wires.png
Two of the layers only.
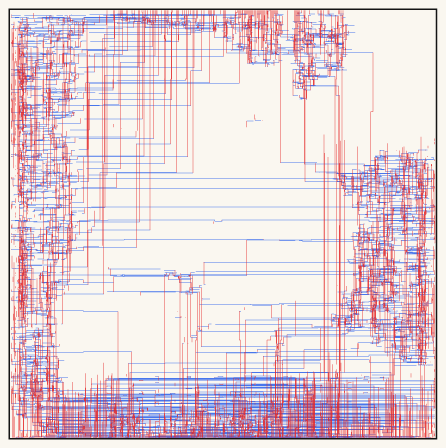
layer_met4.png
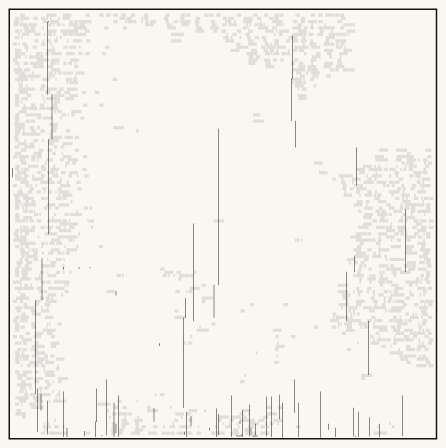
==> config.mk <==
export PLATFORM = sky130hd
export DESIGN_NAME = mem_arbiter
export DESIGN_NICKNAME = d
export VERILOG_FILES = /design/src/rtl/mem_arbiter_pkg.sv /design/src/rtl/rr_arb2.sv /design/src/rtl/mem_arbiter.sv
export SDC_FILE = /design/constraint.sdc
export NUM_CORES = 1
export LEC_CHECK = 0
export ABC_AREA = 0
export ABC_CLOCK_PERIOD_IN_PS = 4800
export CAP_MARGIN = 20
export CORE_AREA = 2 2 358 360
export DETAILED_ROUTE_END_ITERATION = 8
export DIE_AREA = 0 0 360 362
export HOLD_SLACK_MARGIN = 0.03
export PLACE_DENSITY_LB_ADDON = 0.3
export REMOVE_ABC_BUFFERS = 1
export SLEW_MARGIN = 40
export SYNTH_ARGS = -nofsm -noshare
export SYNTH_HDL_FRONTEND = slang
export SYNTH_SLANG_ARGS = --single-unit
==> constraint.sdc <==
create_clock -name clk -period 4.8 [get_ports clk]
set_clock_uncertainty 0.05 [all_clocks]
set_input_delay 1.44 -clock clk [delete_from_list [all_inputs] [get_ports clk]]
set_output_delay 1.44 -clock clk [all_outputs]
set_load 0.05 [all_outputs]
==> impl_metrics.py <==
# Generated from Yosys and OpenROAD reports
metrics = {
    "drt": {
        "drtIter0Drc": 869,
        "ant_nets": 0,
    },
    "finish": {
        "final_cell_area_sq_um": 18600,
        "lay_top_cells": "clkdlybuf4s50_1, nand2_1, dfxtp_1, nor2_1, a311oi_1",
        "logic_area_sq_um": 5070,
        "seqCellArea_sq_um": 4500,
        "area_growth_pct": 56.0,
        "drive_above_1_share": 0.0616,
        "largest_reg_flops": 128,
    },
    "synthesis": {
        "syn_area_sq_um": 11900,
        "top_logic_kind": "simple AND/OR/NAND/NOR gates",
        "syn_area_per_cell_sq_um": 7.76,
        "ys_types": 44,
        "syn_inst": 1535,
        "edf_count": 0,
        "synth_warnings": 0,
        "synthArstFlopShare": 0,
        "synthXorXnorAreaFrac": 0.0383,
        "mux_share": 0.000946,
        "ys_chip_area_sq_um": 11900,
        "synth_seq_share": 0.378,
    },
    "final_timing": {
        "fin_hold_ws_ns": 0.410,
        "tightestPinTransition_ns": 0.857,
        "slew_viol_final": 0,
        "finalHoldViolations": 0,
        "rsz0062_at_grt": "no",
        "period_used_share": 0.910,
        "min_period_ns": 4.37,
    },
    "power": {
        "leakagePower_nw": 6.42,
        "peakVddDrop_mv": 0.185,
        "p_comb_frac": 0.396,
        "p_per_area_nw_per_um2": 456,
        "power_frac_clock": 0.324,
        "p_switching_mw": 3.53,
        "switching_share": 0.417,
    },
    "floorplanning": {
        "num_io_pins": 927,
        "die_h_microns": 362,
        "rows": 131,
        "die_x_microns": 360,
    },
    "clocking": {
        "cts_sinks": 225,
        "cts_hold_buf": 0,
        "cts_made_buffers": 35,
        "clockBufferDepth": 3,
        "clock_latency_ns": 0.55,
        "cts_resized": 0,
        "htreeDepth": 2,
    },
    "grt": {
        "grt_pass1_vias": 12026,
        "grt_pass1_wl_microns": 136000,
    },
    "hold_path": {
        "hold_depth": 2,
    },
    "outcome": {
        "status": "finished clean",
    },
    "critical_path": {
        "reg2regPathDepth": 7,
        "cp-end-kind": "output pin",
        "crit_fanout": 3,
        "worstSetupStartpointType": "input pin",
        "worst_ep_required_time_ns": 3.31,
        "r2r_slack_ns": 2.13,
    },
    "placed_design": {
        "dp_hpwl_microns": 87800,
        "place_congestion": 0.857,
    },
    "job": {
        "drv_cap": 0,
    },
}
About wires.png:
[metal 2] red | wire length: 38.5 mm
[metal 1] blue | wire length: 43.0 mm
All-Layer GR Usage: 0.161
post-DR wirelength/cell: 31.3 microns

About layer_met4.png:
wire length on this layer: 1740 microns
main direction: vertical
longest straight run: 132 microns
nets with wire on the layer: 40
Via Count: 12550
WL final: 109000 microns

==> power by group through the flow <==
stage / combinational [mW] / sequential [mW] / clock (mW)
4_1_cts: 3.44 / 2.38 / 2.87
3_5_place_dp: 3.43 / 2.42 / 0
5_1_grt: 3.57 / 2.42 / 2.93
2_1_floorplan: 1.08 / 3.45 / 0
6_report: 3.35 / 2.37 / 2.74
3_3_place_gp: 3.46 / 2.41 / 0
==> layout make-up <==
type | count | area share
Timing Repair Buffer | 567 | 0.307
Multi-Input combinational cell | 940 | 0.273
Sequential cell | 225 | 0.243
Tap cell | 1662 | 0.112
Clock buffer | 48 | 0.0552
Clock inverter | 14 | 0.00923
Inverter | 7 | 0.00141
Antenna cell | 1 | 0.000135
==> synthesized netlist by cell type, types with 2 or more instances <==
cell	count	share of area
xnor2_1	41	0.030
and4_1	7	0.0051
inv_1	7	0.0022
buf_1	6	0.0019
nor2_1	218	0.069
or4_1	7	0.0044
buf_4	257	0.16
a311oi_1	156	0.11
nor2b_1	4	0.0021
a22oi_1	2	0.0013
o21ai_0	8	0.0034
a21oi_1	14	0.0059
xor2_1	11	0.0081
nor3_1	16	0.0067
and3_1	5	0.0026
nand4_1	12	0.0063
or3_1	8	0.0042
nand2_1	348	0.11
nor4b_1	2	0.0015
and2_1	3	0.0016
o31ai_1	3	0.0019
clkbuf_1	96	0.030
o21a_1	2	0.0013
nand3_1	25	0.011
nand2b_1	4	0.0021
ha_1	5	0.0053
nor4_1	24	0.013
dfxtp_1	225	0.38
buf_2	4	0.0017
==> layer usage <==
metal	vias up	routed length, microns	global-route usage
li1	5489	-	-
met1	5743	43000	0.175
met2	1155	38500	0.204
met3	129	23500	0.170
met4	34	1740	0.0298
met5	-	1750	0.0962
==> critical path: stages <==
cell and delay, ns:
clkdlybuf4s50_1 0.49, and2_1 0.15, clkdlybuf4s50_1 0.80
==> logic make-up (layout without fill, tap and decap cells) <==
family | after synthesis | in the layout
adder cells (fa/ha/maj) | 5 | 5
flip-flops | 225 | 225
AND-OR/OR-AND | 190 | 190
XOR/XNOR | 52 | 52
multiplexers | 1 | 1
AND/OR/NAND/NOR | 692 | 692
buffers and inverters | 370 | 636
other | 0 | 1
==> through the flow <==
stage / instances / utilization / power [mW] / setup WS [ns] / TNS (ns)
floorplan: 1172 / - / 4.54 / -7.75 / -1219.61
finish: 3464 / 0.147 / 8.46 / 0.434 / 0
global route: 3463 / 0.147 / 8.92 / 0.390 / 0
detailed placement: 3401 / 0.137 / 5.85 / 0.433 / 0
CTS: 3463 / 0.147 / 8.69 / 0.431 / 0
global placement: 3400 / 0.137 / 5.86 / 0.419 / 0
Power is estimated from default activity; no workload was simulated.
